Run 1, register map, names as in the netlist:
The bar under the picture is 50 um long. Other sequential cells in the stronger gray, the rest of the logic in the fainter gray.
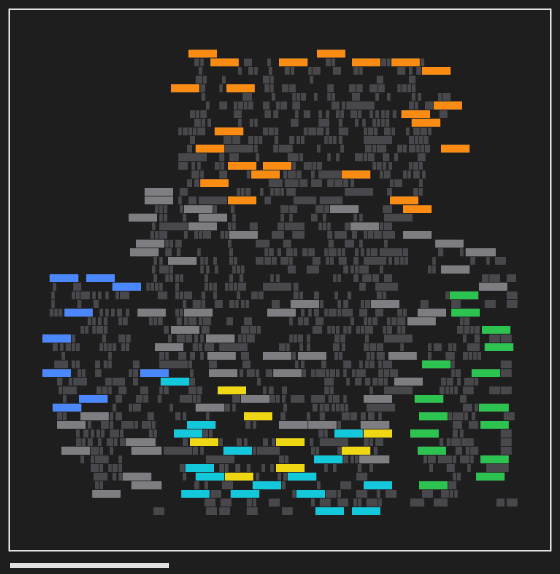
Run 1, cells by drive strength:
The bar under the picture is 50 um long.
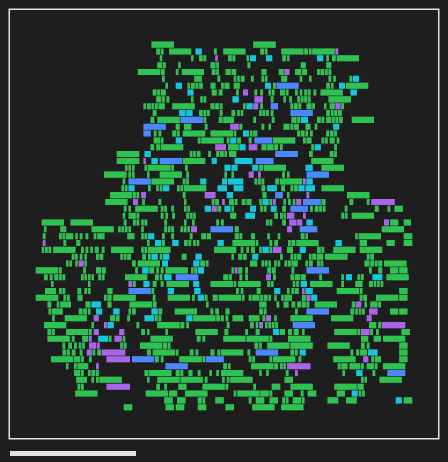
Run 1, wire density map:
34 x 34 tiles, from dark blue (low) to red (high), scaled to the fullest tile. Values are wire area over tile area, all layers added.
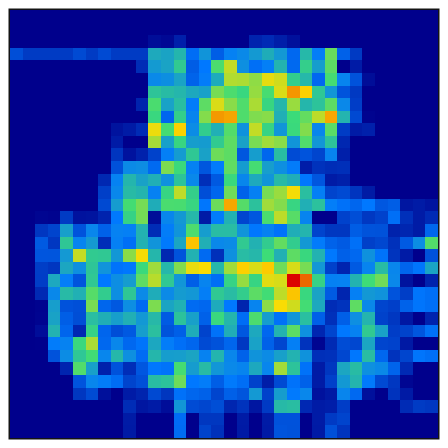
## src/rtl/hack_pkg.sv

```systemverilog
// rtl/hack_pkg.sv - shared constants and loader state encoding
// Contents: frame sync byte, ROM address/word widths, loader FSM states.
package hack_pkg;

  localparam logic [7:0] SYNC_BYTE = 8'hA5;
  localparam int         ADDR_W    = 15;
  localparam int         WORD_W    = 16;

  typedef enum logic [2:0] {
    ST_IDLE,
    ST_LEN_HI,
    ST_LEN_LO,
    ST_DATA_HI,
    ST_DATA_LO,
    ST_CHK,
    ST_DONE
  } loader_state_t;

endpackage

```

## src/rtl/uart_rx.sv

```systemverilog
// rtl/uart_rx.sv - 8N1 UART receiver with input synchroniser
// Ports:
//   clk, reset_n  - system clock, asynchronous active-low reset
//   rx            - serial line, idle high, asynchronous to clk
//   data[7:0]     - received byte, valid while valid is high
//   valid         - 1-cycle pulse at the middle of the stop bit
//   frame_err     - pulses with valid when the stop bit sampled low
module uart_rx #(
  parameter int CLKS_PER_BIT = 434
) (
  input  logic       clk,
  input  logic       reset_n,
  input  logic       rx,
  output logic [7:0] data,
  output logic       valid,
  output logic       frame_err
);

  localparam int            CW   = $clog2(CLKS_PER_BIT);
  localparam logic [CW-1:0] HALF = CW'(CLKS_PER_BIT / 2 - 1);
  localparam logic [CW-1:0] FULL = CW'(CLKS_PER_BIT - 1);

  typedef enum logic [1:0] {RX_IDLE, RX_START, RX_DATA, RX_STOP} rx_state_t;

  rx_state_t     r_state;
  logic [1:0]    r_sync;
  logic          r_rx_d;
  logic [CW-1:0] r_cnt;
  logic [2:0]    r_bit;
  logic [7:0]    r_shift;
  logic          r_valid;
  logic          r_ferr;
  logic          w_rx;

  assign w_rx      = r_sync[1];
  assign data      = r_shift;
  assign valid     = r_valid;
  assign frame_err = r_ferr;

  always_ff @(posedge clk or negedge reset_n) begin
    if (!reset_n) begin
      r_state <= RX_IDLE;
      r_sync  <= 2'b11;
      r_rx_d  <= 1'b1;
      r_cnt   <= '0;
      r_bit   <= '0;
      r_shift <= '0;
      r_valid <= 1'b0;
      r_ferr  <= 1'b0;
    end else begin
      r_sync  <= {r_sync[0], rx};
      r_rx_d  <= w_rx;
      r_valid <= 1'b0;
      r_ferr  <= 1'b0;
      case (r_state)
        RX_IDLE: begin
          // Only a real high-to-low edge starts a byte, so a line left low
          // after a bad stop bit cannot retrigger the receiver.
          if (r_rx_d && !w_rx) begin
            r_state <= RX_START;
            r_cnt   <= '0;
          end
        end
        RX_START: begin
          if (r_cnt == HALF) begin
            r_cnt <= '0;
            r_bit <= '0;
            r_state <= w_rx ? RX_IDLE : RX_DATA;
          end else begin
            r_cnt <= r_cnt + 1'b1;
          end
        end
        RX_DATA: begin
          if (r_cnt == FULL) begin
            r_cnt   <= '0;
            r_shift <= {w_rx, r_shift[7:1]};
            if (r_bit == 3'd7) r_state <= RX_STOP;
            else               r_bit   <= r_bit + 1'b1;
          end else begin
            r_cnt <= r_cnt + 1'b1;
          end
        end
        default: begin
          if (r_cnt == FULL) begin
            r_cnt   <= '0;
            r_valid <= 1'b1;
            r_ferr  <= !w_rx;
            r_state <= RX_IDLE;
          end else begin
            r_cnt <= r_cnt + 1'b1;
          end
        end
      endcase
    end
  end

endmodule

```

## src/rtl/prog_loader.sv

```systemverilog
// rtl/prog_loader.sv - UART program loader for the Hack instruction ROM
// Ports:
//   clk, reset_n        - system clock, asynchronous active-low reset
//   uart_rx             - serial frame input (8N1)
//   rom_we/addr/wdata   - ROM write port, one strobe per instruction word
//   cpu_reset           - holds the CPU in reset until a good image is loaded
//   loading             - frame in progress
//   loaded, error       - sticky load result flags
module prog_loader
  import hack_pkg::*;
#(
  parameter int CLKS_PER_BIT = 434,
  parameter int TIMEOUT_CLKS = 5_000_000
) (
  input  logic              clk,
  input  logic              reset_n,
  input  logic              uart_rx,
  output logic              rom_we,
  output logic [ADDR_W-1:0] rom_addr,
  output logic [WORD_W-1:0] rom_wdata,
  output logic              cpu_reset,
  output logic              loading,
  output logic              loaded,
  output logic              error
);

  localparam int            TW       = $clog2(TIMEOUT_CLKS + 1);
  localparam logic [TW-1:0] GAP_LAST = TW'(TIMEOUT_CLKS);

  logic [7:0]        w_byte;
  logic              w_valid;
  logic              w_ferr;

  loader_state_t     r_state;
  logic [14:0]       r_len;
  logic [7:0]        r_hi;
  logic [7:0]        r_chk;
  logic [TW-1:0]     r_gap;
  logic              r_we;
  logic [ADDR_W-1:0] r_addr;
  logic [WORD_W-1:0] r_wdata;
  logic              r_cpu_reset;
  logic              r_loading;
  logic              r_loaded;
  logic              r_error;

  uart_rx #(.CLKS_PER_BIT(CLKS_PER_BIT)) u_rx (
    .clk       (clk),
    .reset_n   (reset_n),
    .rx        (uart_rx),
    .data      (w_byte),
    .valid     (w_valid),
    .frame_err (w_ferr)
  );

  assign rom_we    = r_we;
  assign rom_addr  = r_addr;
  assign rom_wdata = r_wdata;
  assign cpu_reset = r_cpu_reset;
  assign loading   = r_loading;
  assign loaded    = r_loaded;
  assign error     = r_error;

  always_ff @(posedge clk or negedge reset_n) begin
    if (!reset_n) begin
      r_state     <= ST_IDLE;
      r_len       <= '0;
      r_hi        <= '0;
      r_chk       <= '0;
      r_gap       <= '0;
      r_we        <= 1'b0;
      r_addr      <= '0;
      r_wdata     <= '0;
      r_cpu_reset <= 1'b1;
      r_loading   <= 1'b0;
      r_loaded    <= 1'b0;
      r_error     <= 1'b0;
    end else begin
      r_we <= 1'b0;
      // Address advances the cycle after the write strobe; 15-bit wrap is intended.
      if (r_we) r_addr <= r_addr + 1'b1;

      case (r_state)
        ST_IDLE: begin
          r_gap <= '0;
          if (w_valid && !w_ferr && (w_byte == SYNC_BYTE)) begin
            r_state     <= ST_LEN_HI;
            r_cpu_reset <= 1'b1;
            r_loading   <= 1'b1;
            r_error     <= 1'b0;
            r_addr      <= '0;
            r_chk       <= '0;
          end
        end
        ST_DONE: r_state <= ST_IDLE;
        default: begin
          if ((w_valid && w_ferr) || (!w_valid && (r_gap == GAP_LAST))) begin
            // Framing error or byte-gap timeout: abandon the image.
            r_error   <= 1'b1;
            r_loading <= 1'b0;
            r_state   <= ST_IDLE;
          end else if (!w_valid) begin
            r_gap <= r_gap + 1'b1;
          end else begin
            r_gap <= '0;
            case (r_state)
              ST_LEN_HI: begin
                r_len[14:8] <= w_byte[6:0];
                r_state     <= ST_LEN_LO;
              end
              ST_LEN_LO: begin
                r_len[7:0] <= w_byte;
                r_state    <= ({r_len[14:8], w_byte} == 15'd0) ? ST_CHK : ST_DATA_HI;
              end
              ST_DATA_HI: begin
                r_hi    <= w_byte;
                r_chk   <= r_chk ^ w_byte;
                r_state <= ST_DATA_LO;
              end
              ST_DATA_LO: begin
                r_wdata <= {r_hi, w_byte};
                r_we    <= 1'b1;
                r_chk   <= r_chk ^ w_byte;
                r_len   <= r_len - 1'b1;
                r_state <= (r_len == 15'd1) ? ST_CHK : ST_DATA_HI;
              end
              ST_CHK: begin
                r_loading <= 1'b0;
                if (w_byte == r_chk) begin
                  r_loaded    <= 1'b1;
                  r_cpu_reset <= 1'b0;
                  r_state     <= ST_DONE;
                end else begin
                  r_error <= 1'b1;
                  r_state <= ST_IDLE;
                end
              end
              default: r_state <= ST_IDLE;
            endcase
          end
        end
      endcase
    end
  end

endmodule

```

## config.mk

```make
export PLATFORM = sky130hd
export DESIGN_NAME = prog_loader
export DESIGN_NICKNAME = d
export VERILOG_FILES = /design/src/rtl/hack_pkg.sv /design/src/rtl/uart_rx.sv /design/src/rtl/prog_loader.sv
export SDC_FILE = /design/constraint.sdc
export NUM_CORES = 1
export LEC_CHECK = 0
export ABC_AREA = 1
export CORE_MARGIN = 10
export CORE_UTILIZATION = 30
export CTS_BUF_LIST = sky130_fd_sc_hd__clkbuf_16
export CTS_CLUSTER_SIZE = 24
export DETAILED_ROUTE_END_ITERATION = 6
export PLACE_DENSITY_LB_ADDON = 0.12
export SLEW_MARGIN = 20
export SYNTH_ARGS = -nofsm -noshare
export SYNTH_HDL_FRONTEND = slang
export SYNTH_HIERARCHICAL = 1
export SYNTH_SLANG_ARGS = --single-unit
export TNS_END_PERCENT = 1
```

## constraint.sdc

```tcl
create_clock -name clk -period 1.75 [get_ports clk]
set_input_delay 0.2625 -clock clk [delete_from_list [all_inputs] [get_ports clk]]
set_output_delay 0.2625 -clock clk [all_outputs]
set_load 0.01 [all_outputs]
```

==> flow_summary_export.csv, run 1 <==
group,metric,value,unit
status,status,"finished, final reports clean",
final_timing,tns,0,ps
final_timing,timing.final.max_slew_violations,0,
synth,ys_async_sr_fraction,100.0,%
cts,root_buffer,"clkbuf_16",
pwr,p_leak,4.111,nW
floorplan,rows,54,
grt,grt.total_usage,13.55,%
pwr,p_int,0.004937,W
setup_path,arrival,1420,ps
grt,grt_max_degree,48,
pwr,swShare,28.31,%
final_timing,tightest_slew,390.4,ps
setup_path,worstPathMaxFanout,4,
drt,first_pass_iters,5,
setup_path,critPathCaptureType,"primary output",
floorplan,ios,39,
place,detailed_place_hpwl,13780,um
min_path,min_to,"u_rx/r_sync[0]$_DFF_PN1_",
job,warning_count,31,
drt,post_drt_wl_per_cell,13.99,um
cts,cts_buffers,17,
cells_and_area,fill_cells,2324,
place,io_buffers,38,
grt,grt_use_met1,18.12,%
final_timing,clock.fmax,595.7,MHz
cells_and_area,drive_gt1_share,17.08,%
pwr,comb_power_share,9.9,%
cts,clock-sinks,120,
cts,cts_buffer_depth,2,
floorplan,die_w,170.2,um
pwr,seq-power,0.00301,W
setup_path,critical_path.endpoint,"rom_addr[5]",
place,globalplace.congestion,0.8293,
pwr,pwr_density_cell,800.3,mW/mm^2
setup_path,reg2reg_to,"cpu_reset$_DFFE_PN1P_",
final_timing,finalSetupViolations,0,
drt,route.detailed.drc,0,
min_path,hold_depth,1,
grt,grt_pass1_vias,6026,
synth,yosys.area.top_type,"dfrtp_1",
setup_path,crit_slowest_cell,"clkdlybuf4s50_1",
synth,synth_nets,924,
grt,antenna_found_initial,0,
cells_and_area,nNetsFinal,1036,
cts,cts_resized,2,
setup_path,path_depth,1,
synth,synth_seq_share,44.46,%
grt,grt_use_met2,21.31,%
synth,synth.avg_cell_area,7.426,um^2
cts,postCtsSetupBuffers,0,
grt,gr-total-overflow,0,
synth,synth_top_cell_by_count,"nand2_1",
pwr,switchingPower,0.001949,W
cts,hold_buffers,1,
setup_path,ff2ff_path_depth,7,
drt,via_per_inst,4.665,
floorplan,core_area,0.02203,mm^2
pwr,pg_clk,0.00320,W
synth,flop_cell,"dfrtp_1",
About 'register map, names as in the netlist':
signal	color	sequential cells	where
r_hi	yellow	8	bottom center
rom_addr	green	15	lower right
r_gap	orange	23	top center
rom_wdata	cyan	16	bottom center
u_rx/r_cnt	blue	9	middle left
not colored	49

About 'cells by drive strength':
size	color	cells	share
_3 and _4 cells	cyan	89	8.6%
_2 cells	purple	61	5.9%
_6 and larger	blue	27	2.6%
_0 and _1 cells	green	859	83%

About 'wire density map':
emptiest ninth of the die	upper left
fullest tile	0.49
mean over tiles	0.098

run 1: cells by family (layout without fill, tap and decap cells):
kind of cell	count (synthesis)	after routing	synth area share [%]
compound gates	110	110	9.063
xor+xnor	17	17	2.201
fa+ha+maj	10	10	1.849
buf+inv	118	243	7.157
flops	120	120	44.46
simple gates	536	536	35.27
run 1: sequential cells by signal, summed over array words and instances (netlist names), 8 cells and up:
register / count
u_rx/r_cnt: 9
r_hi: 8
r_len: 15
u_rx/data: 8
r_gap: 23
rom_addr: 15
rom_wdata: 16
r_chk: 8
run 1: final cells by class:
class	instances	area, um^2	area share [%]
Multi-Input combinational cell	673	3337	38.78
Sequential cell	120	3010	34.99
Timing Repair Buffer	111	994.7	11.56
Clock buffer	17	425.4	4.944
Inverter	100	380.4	4.421
Tap cell	280	350.3	4.072
Clock inverter	15	106.4	1.236
run 1: per-layer routing:
metal	wire length (um)	vias to the layer above
met2	8372	94
met5	0	-
met1	9118	2857
met4	204	0
li1	-	3172
met3	717	16
run 1: metrics by stage:
stage | cell area (um^2) | setup slack (ps) | hold WS, ps | cells
6_report | 8605 | 71.19 | 266.0 | 1316
5_1_grt | 8605 | -64.84 | 268.2 | 1316
4_1_cts | 8532 | 12.78 | 258.9 | 1316
3_5_place_dp | 7990 | 82.67 | 220.4 | 1283
3_3_place_gp | 7990 | 31.75 | 223.8 | 1283
2_1_floorplan | 6765 | 122.9 | -33.09 | 911
run 1: cells in the final DEF (no fill, tap or decap), types with 7 or more instances in the layout:
cell type	count
nand3_1	44
nand4_1	33
o21ai_1	42
buf_4	68
nand2_1	288
nor3_1	14
o21ai_0	30
dfrtp_1	114
nor2_4	7
inv_2	17
xor2_1	12
nor2_2	13
nand2_2	7
ha_1	10
clkdlybuf4s50_1	34
nor2_1	101
inv_1	82
a21oi_1	15
clkbuf_16	17
==> run 2: changes to the inputs <==
Settings changed: MAX_ROUTING_LAYER set to met4.
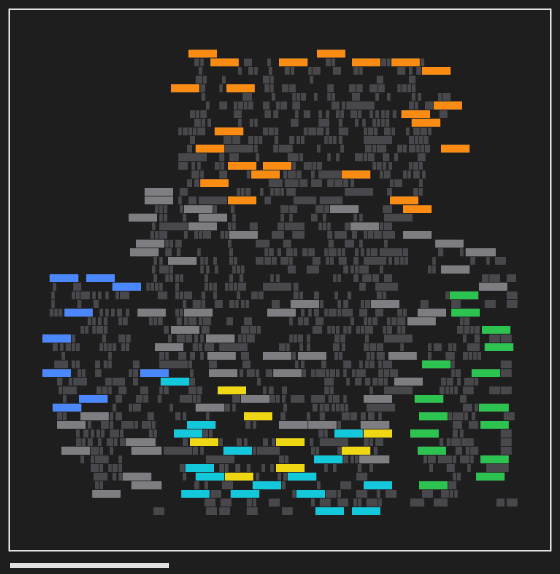
Run 2: register map, names as in the netlist
The bar under the picture is 50 um long. Other sequential cells in the stronger gray, the rest of the logic in the fainter gray.
signal	color	sequential cells	where
r_gap	orange	23	top center
r_hi	yellow	8	bottom center
rom_wdata	cyan	16	bottom center
u_rx/r_cnt	blue	9	middle left
rom_addr	green	15	lower right
not colored	49

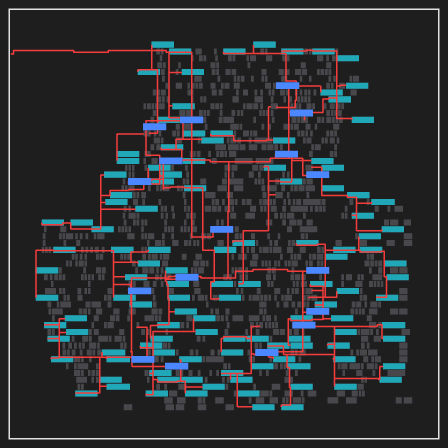
Run 2: routed clock nets over the placement
[clock drivers] blue | count: 17
[flip-flops] cyan | count: 120
[clock wires] red | length: 2010 um
routed clock nets	18

==> run 2 against run 1 <==
Register-to-register slack hardly changed. Clock skew hardly changed. Sequential cell count stayed put. Sequential power hardly changed. Largest cell class unchanged.
==> flow_summary_export.csv, run 2 <==
group,metric,value,unit
setup_path,critPathCaptureType,"primary output",
synth,synth_top_cell_by_count,"nand2_1",
job,warning_count,31,
final_timing,setup_slack,70.50,ps
place,globalplace.congestion,0.8419,
floorplan,rows,54,
pwr,pwr_density_cell,800.3,mW/mm^2
cells_and_area,layout_top_cells,"288 x nand2_1, 114 x dfrtp_1, 101 x nor2_1, 82 x inv_1, 68 x buf_4",
grt,grt.total_usage,13.95,%
cells_and_area,top_register,"r_gap",
synth,flop_cell,"dfrtp_1",
cells_and_area,logic_area,0.003337,mm^2
drt,drt-met1-wl,9189,um
place,detailed_place_hpwl,13780,um
cells_and_area,register_area,0.003010,mm^2
cts,clock-sinks,120,
setup_path,crit_slowest_cell,"clkdlybuf4s50_1",
status,status,"finished, final reports clean",
cells_and_area,design_area,0.008605,mm^2
job,drv_cap,0,
floorplan,core_area,0.02203,mm^2
cells_and_area,lay_top_count,"nand2_1",
final_timing,hold_viol,0,
setup_path,worstPathMaxFanout,4,
synth,yosys.area.top_type,"dfrtp_1",
cts,cts_buffers,17,
floorplan,die_w,170.2,um
grt,antenna_found_initial,0,
drt,wl_met3,637,um
cells_and_area,drive_gt1_share,17.08,%
drt,top_layer,"met4",
cts,root_buffer,"clkbuf_16",
setup_path,crit_path_start_kind,"flip-flop",
cells_and_area,largest_reg_flops,23,
final_timing,finalSetupViolations,0,
drt,wl_met2,8409,um
synth,synth.avg_cell_area,7.426,um^2
place,place_inst,1283,
grt,grt_max_degree,48,
final_timing,clock.fmax,595.4,MHz
cts,cts_buffer_depth,2,
drt,route.detailed.drc,0,
place,placed_area,0.007990,mm^2
synth,synth_seq_share,44.46,%
final_timing,timing.final.max_slew_violations,0,
floorplan,ios,39,
cts,postCtsSetupBuffers,0,
drt,post_drt_wl_per_cell,14.00,um
final_timing,tns,0,ps
final_timing,tightest_slew,389.4,ps
synth,ys_async_sr_fraction,100.0,%
grt,gr-total-overflow,0,
drt,first_pass_iters,4,
cells_and_area,nNetsFinal,1036,
grt,grt_pass1_vias,6032,
drt,via_count,6128,
drt,via_per_inst,4.657,
final_timing,hold_ws,265.5,ps
setup_path,arrival,1420,ps
synth,yosys_cells,911,
synth,synth_nets,924,
cells_and_area,fill_cells,2324,
cts,cts_tree,"built",
pwr,p_leak,4.111,nW
cells_and_area,stdcell_count,1316,
[run 2: kinds of logic (layout without fill, tap and decap cells)]
logic type,count (synthesis),count (layout),synth area share [%]
AND-OR/OR-AND,110,110,9.063
XOR/XNOR,17,17,2.201
adder cells (fa/ha/maj),10,10,1.849
buffers and inverters,118,243,7.157
flip-flops,120,120,44.46
AND/OR/NAND/NOR,536,536,35.27
[run 2: power breakdown]
group / internal, W / leakage, nW / total (W) / switching (W)
logic: 0.000232 / 2.21 / 0.000679 / 0.000448
registers: 0.00290 / 1.64 / 0.00301 / 0.000113
clock network: 0.00181 / 0.259 / 0.00320 / 0.00139
[run 2: what timing repair did]
item	4_1_cts	5_1_grt
endpoints found under the hold margin	23	0
resized	2	25
setup endpoints to repair	2	49
hold buffers	1	0
pin swaps	0	1
[run 2: layout make-up]
class / count / share of cell area, %
clock buffer: 17 / 4.944
clock inverter: 15 / 1.236
inverter: 100 / 4.421
multi-input combinational: 673 / 38.78
sequential: 120 / 34.99
tap: 280 / 4.072
timing repair buffer: 111 / 11.56
[run 2: worst paths after layout]
kind	startpoint	to	slack (ps)	depth (start not counted)
setup / recovery	rom_addr[5]$_DFF_PN0_	rom_addr[5]	70	1
hold / removal	uart_rx	u_rx/r_sync[0]$_DFF_PN1_	270	1
setup reg to reg	r_state[1]$_DFFE_PN0P_	cpu_reset$_DFFE_PN1P_	90	7
hold reg to reg	u_rx/r_sync[0]$_DFF_PN1_	u_rx/r_sync[1]$_DFF_PN1_	360	0
max in group asynchronous	reset_n	u_rx/r_sync[0]$_DFF_PN1_	820	3
min in group asynchronous	reset_n	rom_addr[0]$_DFF_PN0_	300	2
[run 2: routing by layer]
metal	global-route usage, %	vias up
li1	-	3169
met1	18.15	2864
met2	21.30	80
met3	3.100	15
met4	4.119	0
met5	-	-
==> run 3: changes to the inputs <==
Settings changed: CORE_MARGIN 10 to not set.
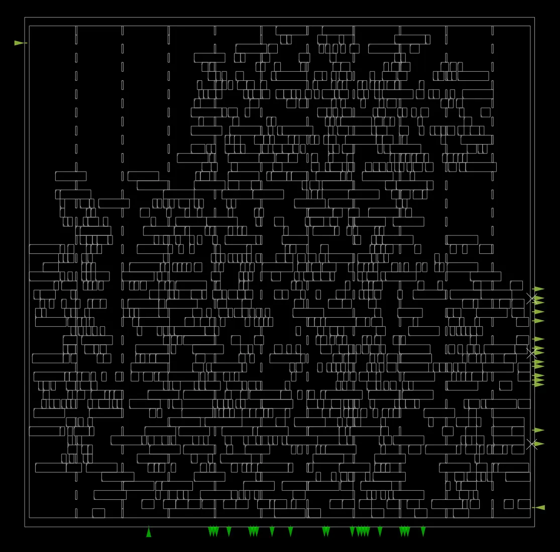
Run 3: cell outlines without signal wires
Seq/total area: 34.79%
FILL cells: 2277
Seq cells: 120
Tapcells: 280
Post-Layout Cell Count: 1312

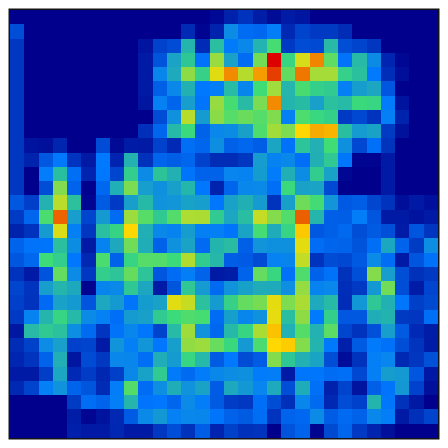
Run 3: wire density map
30 x 30 tiles, from dark blue (low) to red (high), scaled to the fullest tile. Values are wire area over tile area, all layers added.
mean over tiles	0.12
fullest tile	0.52
tiles over half the peak	11%
emptiest ninth of the die	upper left
nearly empty tiles	18%

==> run 3 against run 2 <==
The flow now finishes with violations (design-rule violations). First-iteration DRC count is 7.5% lower. Clock power is 17% higher. Critical path depth stayed put. Critical path type unchanged. Critical endpoint unchanged. Highest routed layer unchanged. Clock skew is 1.9 ps lower.
==> flow_summary_export.csv, run 3 <==
group,metric,value,unit
drt,route.detailed.drc,3,
floorplan,rows,54,
synth,synth_nets,924,
final_timing,timing.final.max_slew_violations,0,
setup_path,arrival,1440,ps
pwr,pwr_density_cell,861.3,mW/mm^2
synth,ys_sh_adder,1.849,%
synth,ys_async_sr_fraction,100.0,%
place,globalplace.congestion,0.8522,
cts,cts_buffers,17,
cts,clock-sinks,120,
synth,synthMuxAreaShare,0,%
setup_path,crit_slowest_cell,"clkdlybuf4s50_1",
grt,gr-total-overflow,0,
drt,via_count,6141,
place,place_inst,1279,
job,warning_count,31,
final_timing,clock.fmax,589.0,MHz
setup_path,cp-startpoint,"rom_addr[5]$_DFF_PN0_",
grt,grt.total_usage,17.75,%
final_timing,tns,0,ps
cells_and_area,lay_top_count,"nand2_1",
place,place_ws,84.54,ps
drt,via_per_inst,4.681,
place,detailed_place_hpwl,13580,um
setup_path,critPathCaptureType,"primary output",
grt,grt_pass1_wl,31640,um
cells_and_area,drive_gt1_share,16.86,%
synth,synth.avg_cell_area,7.426,um^2
final_timing,setup_slack,52.16,ps
final_timing,finalSetupViolations,0,
drt,first_pass_iters,7,
cells_and_area,nNetsFinal,1032,
cts,cts_tree,"built",
grt,grt_pass1_vias,6161,
status,failed_checks,"design-rule violations",
drt,post_drt_wl_per_cell,14.04,um
cts,cts_buffer_depth,2,
cells_and_area,layout_top_cells,"287 x nand2_1, 113 x dfrtp_1, 102 x nor2_1, 80 x inv_1, 64 x buf_4",
synth,synthAoiAreaFrac,9.062,%
grt,grt_max_degree,45,
grt,antenna_found_initial,0,
final_timing,hold_ws,234.0,ps
synth,yosys.area.top_type,"dfrtp_1",
cts,cts_resized,1,
floorplan,dieHeight,152.2,um
synth,synthSimpleGateAreaFrac,35.27,%
final_timing,tightest_slew,403.6,ps
drt,finalWirelength,18420,um
status,status,"complete, but fails checks",
floorplan,core_area,0.02196,mm^2
setup_path,reg2reg_from,"r_gap[0]$_DFFE_PN0P_",
setup_path,crit_path_start_kind,"flip-flop",
cells_and_area,top_register,"r_gap",
floorplan,ios,39,
synth,synth_cells,911,
synth,synth_seq_share,44.46,%
job,drv_cap,0,
setup_path,worstPathMaxFanout,4,
cts,root_buffer,"clkbuf_16",
synth,flop_cell,"dfrtp_1",
cells_and_area,largest_reg_flops,23,
pwr,p_leak,4.127,nW
cts,hold_buffers,1,
synth,synth_top_cell_by_count,"nand2_1",
synth,xor_area_share,2.201,%
synth,synthTopLogicFamily,"simple AND/OR/NAND/NOR gates",
cells_and_area,design_area,0.008656,mm^2
cts,postCtsSetupBuffers,0,
==> run 3: cell counts after synthesis <==
Identical to the previous run, type by type.
==> run 3: routing by layer <==
metal	part of all wire, %	wire [um]	global-route usage [%]	vias up
li1	-	-	-	3165
met5	0	0	-	-
met4	1.7	315	6.511	0
met1	50	9298	24.09	2862
met3	3.3	603	2.958	27
met2	45	8201	26.53	87
==> run 3: worst paths after layout <==
| kind | to | slack [ps] | cells after the start |
|---|---|---|---|
| min in group asynchronous | rom_addr[0]$_DFF_PN0_ | 290 | 2 |
| worst max register to register | r_chk[4]$_DFFE_PN0P_ | 130 | 12 |
| max in group asynchronous | cpu_reset$_DFFE_PN1P_ | 830 | 3 |
| worst min-delay path | u_rx/r_sync[0]$_DFF_PN1_ | 230 | 1 |
| worst max-delay path | rom_addr[5] | 50 | 1 |
| worst min register to register | u_rx/r_sync[1]$_DFF_PN1_ | 360 | 0 |
==> run 3: final cells by class <==
cell class | instances | area, um^2 | share of cell area [%]
tap | 280 | 350.3 | 4.047
multi-input combinational | 673 | 3333 | 38.51
clock buffer | 17 | 425.4 | 4.915
inverter | 100 | 382.9 | 4.423
timing repair buffer | 107 | 962.2 | 11.12
sequential | 120 | 3012 | 34.79
clock inverter | 15 | 190.2 | 2.197
==> run 3: power breakdown <==
| part | switching, W | total, W | leakage [nW] | internal [W] |
|---|---|---|---|---|
| sequential | 0.000116 | 0.00301 | 1.64 | 0.00290 |
| clock | 0.00148 | 0.00375 | 0.295 | 0.00227 |
| combinational | 0.000459 | 0.000693 | 2.20 | 0.000234 |
| total | 0.00205 | 0.00746 | 4.13 | 0.00540 |
No activity file was given, so power comes from the tool's default toggle rates.
